### config.mk
export PLATFORM = sky130hd
export DESIGN_NAME = usart_rx
export DESIGN_NICKNAME = d
export VERILOG_FILES = /design/src/rtl/usart_pkg.sv /design/src/rtl/usart_baud_tick.sv /design/src/rtl/usart_rx.sv
export SDC_FILE = /design/constraint.sdc
export NUM_CORES = 1
export LEC_CHECK = 0
export ABC_AREA = 1
export CAP_MARGIN = 10
export CORE_MARGIN = 2
export CORE_UTILIZATION = 32
export DETAILED_ROUTE_END_ITERATION = 8
export PLACE_DENSITY = 0.55
export SKIP_CTS_REPAIR_TIMING = 1
export SYNTH_ARGS = -nofsm -noshare
export SYNTH_HDL_FRONTEND = slang
export SYNTH_SLANG_ARGS = --single-unit
### constraint.sdc
create_clock -name comm_clock -period 1.6 [get_ports comm_clock]
set_clock_uncertainty 0.15 [all_clocks]
set_input_delay 0.16 -clock comm_clock [delete_from_list [all_inputs] [get_ports comm_clock]]
set_output_delay 0.16 -clock comm_clock [all_outputs]
set_load 0.005 [all_outputs]
### src/rtl/usart_pkg.sv
// Shared USART definitions: FSM state encoding, oversampling and divider constants.
package usart_pkg;

    localparam int unsigned OVERSAMPLE = 16;
    localparam int unsigned SAMPLE_MID = 8;
    localparam int unsigned DIV_W      = 12;
    localparam int unsigned SCNT_W     = 4;

    typedef enum logic [1:0] {
        ST_IDLE  = 2'd0,
        ST_START = 2'd1,
        ST_DATA  = 2'd2,
        ST_STOP  = 2'd3
    } rx_state_e;

    // Two-of-three vote used to decide each received bit
    function automatic logic majority3(input logic a, input logic b, input logic c);
        return (a & b) | (a & c) | (b & c);
    endfunction

endpackage

### src/rtl/usart_baud_tick.sv
// Oversample tick generator: one registered pulse every clock_divider cycles.
module usart_baud_tick
    import usart_pkg::*;
(
    input  logic             comm_clock,
    input  logic             reset_n,
    input  logic [DIV_W-1:0] clock_divider,
    output logic             tick
);

    logic [DIV_W-1:0] cnt_q;
    logic [DIV_W-1:0] cnt_d;
    logic             tick_q;
    logic             tick_d;

    // Down-counter; the divider is only sampled on reload, and 0/1 both give a tick every cycle
    always_comb begin
        cnt_d  = cnt_q;
        tick_d = 1'b0;
        if (cnt_q == '0) begin
            tick_d = 1'b1;
            cnt_d  = (clock_divider > DIV_W'(1)) ? (clock_divider - DIV_W'(1)) : '0;
        end else begin
            cnt_d = cnt_q - DIV_W'(1);
        end
    end

    // Counter and tick registers
    always_ff @(posedge comm_clock) begin
        if (!reset_n) begin
            cnt_q  <= '0;
            tick_q <= 1'b0;
        end else begin
            cnt_q  <= cnt_d;
            tick_q <= tick_d;
        end
    end

    assign tick = tick_q;

endmodule

### src/rtl/usart_rx.sv
// 8N1-style USART receiver with x16 oversampling, majority voting and a one-entry holding register.
module usart_rx
    import usart_pkg::*;
#(
    parameter int unsigned DATA_BITS   = 8,
    parameter int unsigned SYNC_STAGES = 2
) (
    input  logic                 comm_clock,
    input  logic                 reset_n,
    input  logic [DIV_W-1:0]     clock_divider,
    input  logic                 rx_pin,
    output logic [DATA_BITS-1:0] data_out,
    output logic                 data_valid,
    input  logic                 data_ready,
    output logic                 frame_error,
    output logic                 overrun,
    output logic                 busy
);

    localparam int unsigned IDX_W = (DATA_BITS > 1) ? $clog2(DATA_BITS) : 1;

    logic                   tick;
    logic                   rx_s;

    logic [SYNC_STAGES-1:0] sync_q;
    logic [SYNC_STAGES-1:0] sync_d;
    rx_state_e              state_q;
    rx_state_e              state_d;
    logic [SCNT_W-1:0]      scnt_q;
    logic [SCNT_W-1:0]      scnt_d;
    logic [IDX_W-1:0]       bidx_q;
    logic [IDX_W-1:0]       bidx_d;
    logic [DATA_BITS-1:0]   shreg_q;
    logic [DATA_BITS-1:0]   shreg_d;
    logic                   s7_q;
    logic                   s7_d;
    logic                   s8_q;
    logic                   s8_d;
    logic [DATA_BITS-1:0]   data_out_q;
    logic [DATA_BITS-1:0]   data_out_d;
    logic                   data_valid_q;
    logic                   data_valid_d;
    logic                   frame_error_q;
    logic                   frame_error_d;
    logic                   overrun_q;
    logic                   overrun_d;
    logic                   busy_q;
    logic                   busy_d;

    usart_baud_tick u_tick (
        .comm_clock    (comm_clock),
        .reset_n       (reset_n),
        .clock_divider (clock_divider),
        .tick          (tick)
    );

    // Shift the raw line into the synchroniser chain; the oldest stage is the usable sample
    always_comb begin
        sync_d = SYNC_STAGES'({sync_q, rx_pin});
    end

    assign rx_s = sync_q[SYNC_STAGES-1];

    // Frame FSM, bit sampling and holding-register handshake
    always_comb begin
        logic maj;
        logic at_dec;
        logic at_last;

        state_d       = state_q;
        scnt_d        = scnt_q;
        bidx_d        = bidx_q;
        shreg_d       = shreg_q;
        s7_d          = s7_q;
        s8_d          = s8_q;
        data_out_d    = data_out_q;
        data_valid_d  = data_valid_q;
        frame_error_d = 1'b0;
        overrun_d     = 1'b0;
        maj           = majority3(s7_q, s8_q, rx_s);
        at_dec        = (scnt_q == SCNT_W'(SAMPLE_MID + 1));
        at_last       = (scnt_q == SCNT_W'(OVERSAMPLE - 1));

        if (data_valid_q && data_ready) begin
            data_valid_d = 1'b0;
        end

        if (tick) begin
            if (state_q == ST_IDLE) begin
                if (!rx_s) begin
                    state_d = ST_START;
                    scnt_d  = '0;
                end
            end else begin
                scnt_d = scnt_q + SCNT_W'(1);
                if (scnt_q == SCNT_W'(SAMPLE_MID - 1)) begin
                    s7_d = rx_s;
                end
                if (scnt_q == SCNT_W'(SAMPLE_MID)) begin
                    s8_d = rx_s;
                end

                case (state_q)
                    ST_START: begin
                        if (at_dec && maj) begin
                            state_d = ST_IDLE;
                            scnt_d  = '0;
                        end else if (at_last) begin
                            state_d = ST_DATA;
                            bidx_d  = '0;
                        end
                    end
                    ST_DATA: begin
                        if (at_dec) begin
                            shreg_d = DATA_BITS'({maj, shreg_q} >> 1);
                        end
                        if (at_last) begin
                            if (bidx_q == IDX_W'(DATA_BITS - 1)) begin
                                state_d = ST_STOP;
                            end else begin
                                bidx_d = bidx_q + IDX_W'(1);
                            end
                        end
                    end
                    ST_STOP: begin
                        // Resolve at mid-stop so the next start edge can be caught immediately
                        if (at_dec) begin
                            state_d = ST_IDLE;
                            scnt_d  = '0;
                            if (maj) begin
                                if (!data_valid_q || data_ready) begin
                                    data_out_d   = shreg_q;
                                    data_valid_d = 1'b1;
                                end else begin
                                    overrun_d = 1'b1;
                                end
                            end else begin
                                frame_error_d = 1'b1;
                            end
                        end
                    end
                    default: begin
                        state_d = ST_IDLE;
                    end
                endcase
            end
        end

        busy_d = (state_d != ST_IDLE);
    end

    // State and output registers
    always_ff @(posedge comm_clock) begin
        if (!reset_n) begin
            sync_q        <= '1;
            state_q       <= ST_IDLE;
            scnt_q        <= '0;
            bidx_q        <= '0;
            shreg_q       <= '0;
            s7_q          <= 1'b1;
            s8_q          <= 1'b1;
            data_out_q    <= '0;
            data_valid_q  <= 1'b0;
            frame_error_q <= 1'b0;
            overrun_q     <= 1'b0;
            busy_q        <= 1'b0;
        end else begin
            sync_q        <= sync_d;
            state_q       <= state_d;
            scnt_q        <= scnt_d;
            bidx_q        <= bidx_d;
            shreg_q       <= shreg_d;
            s7_q          <= s7_d;
            s8_q          <= s8_d;
            data_out_q    <= data_out_d;
            data_valid_q  <= data_valid_d;
            frame_error_q <= frame_error_d;
            overrun_q     <= overrun_d;
            busy_q        <= busy_d;
        end
    end

    assign data_out    = data_out_q;
    assign data_valid  = data_valid_q;
    assign frame_error = frame_error_q;
    assign overrun     = overrun_q;
    assign busy        = busy_q;

endmodule

==> impl_metrics.tcl <==
# flow metrics
set metrics [dict create \
    drtPass1Iterations 4 \
    crit_path_end_kind "register" \
    maxCapViolCount 0 \
    yosysWarnings 0 \
    overflow 0 \
    clock-sinks 46 \
    ys_seq_share_pct 37.6 \
    tightestPinTransition_ns 0.255 \
    logic_area_sq_um 1510 \
    track_usage_pct 13.3 \
    cts_buffers 5 \
    clk_path_buf_depth 2 \
    finalSetupViolCount 0 \
    top_cells_by_area "dfxtp_1 (38%), nand2_1 (13%), nor2_1 (8.9%), inv_1 (5.8%), ha_1 (4.6%)" \
    die-area_sq_um 8380 \
    clk_latency_ns 0.30 \
    crit_arrival_ns 1.63 \
    core_area_sq_um 7330 \
    drt_wl_total_um 5520 \
    synth_area_per_cell_sq_um 6.83 \
    drc 0 \
    ant_nets 0 \
    worstSetupPathType "register to register" \
    htreeDepth 2 \
    layout.nets 457 \
    finalHoldViolCount 0 \
    drt_iter0_markers 48 \
    io_pins 28 \
    syn_nets 384 \
    largest_area_cell "dfxtp_1" \
    max-vdd-ir-drop_mv 0.404 \
    syn_area_sq_um 2450 \
    yosysMostFrequentCell "nand2_1" \
    cts_tree "built" \
    yosys.cell_types.count 31 \
    die_y_um 91.5 \
    slew_headroom_pct 82.9 \
    vias 2388 \
    top_cell_area_share_pct 37.6 \
    max_freq_ghz 0.648 \
    layout-drive-gt1-share_pct 25.9 \
    required_ns 1.68 \
    ys_cells 359 \
    routabilityCongestion 0.832 \
    hpwl_um 4120 \
    postSynth.asyncResetShare_pct 0 \
    antennaDiodeCount 0 \
    grt_pass1_wl_um 9280 \
    status "finished, final reports clean" \
    worstHoldPathType "register to register" \
    rows 31 \
    drt-vias-per-instance 4.50 \
    cellPowerDensity_nw_per_um2 988 \
    avgRoutedWirePerCell_um 10.4 \
    antenna_found_initial 0 \
    critPathLaunchType "register" \
    synthTopCellsByCount "nand2_1 (84), nor2_1 (58), dfxtp_1 (46)" \
    grt_pass1_vias 2211 \
    p_leak_uw 0.00151 \
    period_needed_ns 1.54 \
    clkTransAtPathRegs_ns 0.08 \
    fp_util_pct 33.4 \
    drv_slew 0 \
    postSynthCellCount 359 \
    grt_max_degree 22 \
    dp_slack_ns -0.224 \
    hold_ws_ns 0.283 \
    ys.flops 46 \
    area_growth_syn_to_layout_pct 40.8 \
    io_buffer_count 27 \
    worstPathMaxFanout 7 \
    edf_count 0 \
    die_w_um 91.5 \
    fill_cells 734 \
    warning_count 31 \
    fin_ws_ns 0.0557 \
    yosysChipArea_sq_um 2450 \
    final_core_util_pct 47.1 \
    timing.final.crit_share_pct 96.5 \
    cts-root-buf "clkbuf_8" \
    ys.flop_type "dfxtp_1" \
    rsz0062_at_grt "true" \
    seq_area_sq_um 931 \
]
[layout by cell type (no fill, tap or decap), types with 4 or more instances in the layout]
master and n:
clkbuf_8 5, inv_2 7, nor4_1 7, a21oi_1 15, inv_1 33, nor2_1 53, nand3_1 19, nand3_2 4
nand2_4 4, xor2_1 6, clkdlybuf4s50_1 27, o21ai_0 19, dfxtp_1 40, buf_4 41, nand2_1 79, buf_6 4
dfxtp_2 5, o21ai_1 5, a21oi_2 7, nor2_2 7, nor2_4 4
[path summary, 6_finish.rpt]
kind / start / to / slack, ns / cells after the start
setup / recovery: u_tick.cnt_q[1] / u_tick.cnt_q[5] / 0.06 / 8
hold / removal: sync_q[0] / sync_q[1] / 0.28 / 1
setup reg to reg: u_tick.cnt_q[1] / u_tick.cnt_q[5] / 0.06 / 8
hold reg to reg: sync_q[0] / sync_q[1] / 0.28 / 1
[final cells by class]
class | count | share of cell area (%)
Sequential cell | 46 | 27.0
Inverter | 42 | 4.71
Tap cell | 99 | 3.59
Multi-Input combinational cell | 264 | 43.8
Clock buffer | 5 | 1.99
Timing Repair Buffer | 73 | 18.6
Clock inverter | 2 | 0.290
[flip-flops by register name, summed over array words and instances (netlist names), 2 cells and up]
register      cells
u_tick.cnt_q     12
bidx_q            3
scnt_q            4
state_q           2
sync_q            2
shreg_q           8
data_out          8
[logic make-up after synthesis]
kind of cell,share of synthesized area (%)
AND-OR/OR-AND,10.4
AND/OR/NAND/NOR,35.7
flip-flops,37.6
buffers and inverters,8.17
adder cells (fa/ha/maj),4.59
XOR/XNOR,3.57
[where the power goes]
group	switching (uW)	internal, uW	leakage, uW	total [uW]
combinational	752	615	0.00109	1370
clock	374	294	0.0000438	668
sequential	116	1260	0.000376	1380
total	1240	2170	0.00151	3410
[metal layers]
| metal | GRT usage [%] | share of wire, % |
|---|---|---|
| met1 | 15.6 | 45 |
| met2 | 23.9 | 50 |
| met3 | 2.24 | 2.8 |
| met4 | 5.43 | 2.2 |
| met5 | 0 | 0 |
[worst max-delay path: stages, from the launching register on]
cell and delay [ns]:
dfxtp_2 0.33, inv_2 0.08, ha_4 0.14, nor3b_4 0.17
nand3_2 0.15, nor2_4 0.16, buf_6 0.13, nand2_2 0.05
a21oi_2 0.12
[through the flow]
| stage | total power [uW] | instance area [sq um] | std cells | setup TNS (ns) |
|---|---|---|---|---|
| floorplan | 2160 | 2450 | 359 | 0 |
| global placement | 2500 | 3140 | 521 | -2.19 |
| detailed placement | 2510 | 3140 | 521 | -2.42 |
| CTS | 3190 | 3220 | 528 | -0.336 |
| global route | 3690 | 3450 | 531 | -0.354 |
| finish | 3410 | 3450 | 531 | 0 |
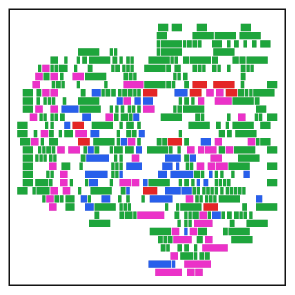
(cell sizes after repair)
(3 px per um)
Key: green = _0 and _1 cells [cells 320, share 74%, most used nand2_1]; magenta = _3 and _4 cells [cells 59, share 14%, most used buf_4]; blue = _2 cells [cells 43, share 10%]; red = _6 and larger [cells 10, share 2.3%, most used clkbuf_8]

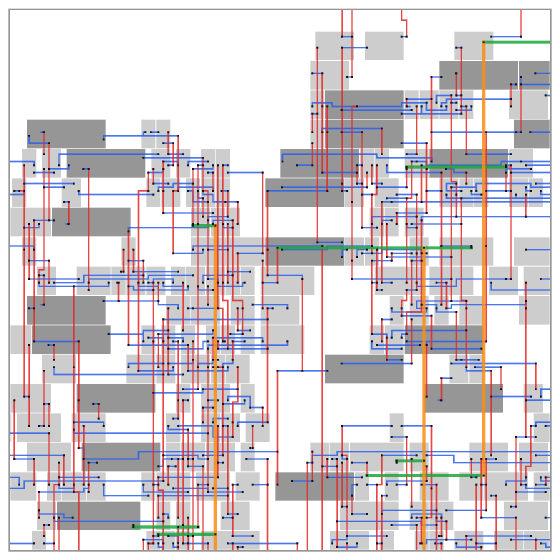
(close-up of the layout)
Region (21, 39) to (71, 89) um. Cells in gray, sequential cells in the stronger gray; small squares are vias.
Key: blue = metal 1; orange = metal 4; green = metal 3; red = metal 2
Netlist names of flops here include u_tick.cnt_q (8), data_out (5), shreg_q (5). Sequential cells in the window: 19. 168 logic cells have their middle in the window. Most frequent: nand2_1 (26), nor2_1 (22), dfxtp_1 (18).

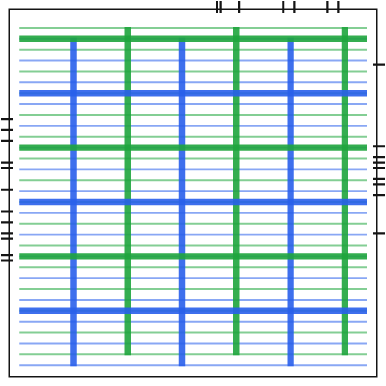
(power grid)
(4 px per um) Pins as bars on the die edge.
Key: green = VDD; blue = VSS
The core has 31 rows. 6 straps on met5. 32 met1 rails follow the rows.

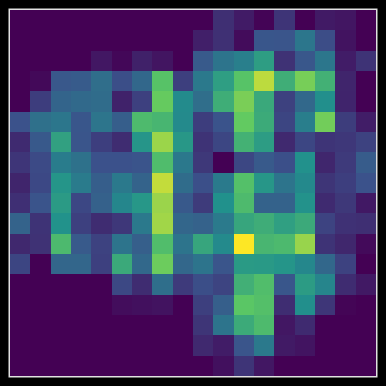
(wiring heat map)
(4 px per um) 18 x 18 tiles, from dark purple (low) to yellow (high), scaled to the fullest tile. Values are wire area over tile area, all layers added.
The mean over all tiles is 0.10. The densest ninth of the die: center. 18% of the tiles are over half the peak.

Power and IR drop assume default switching activity.
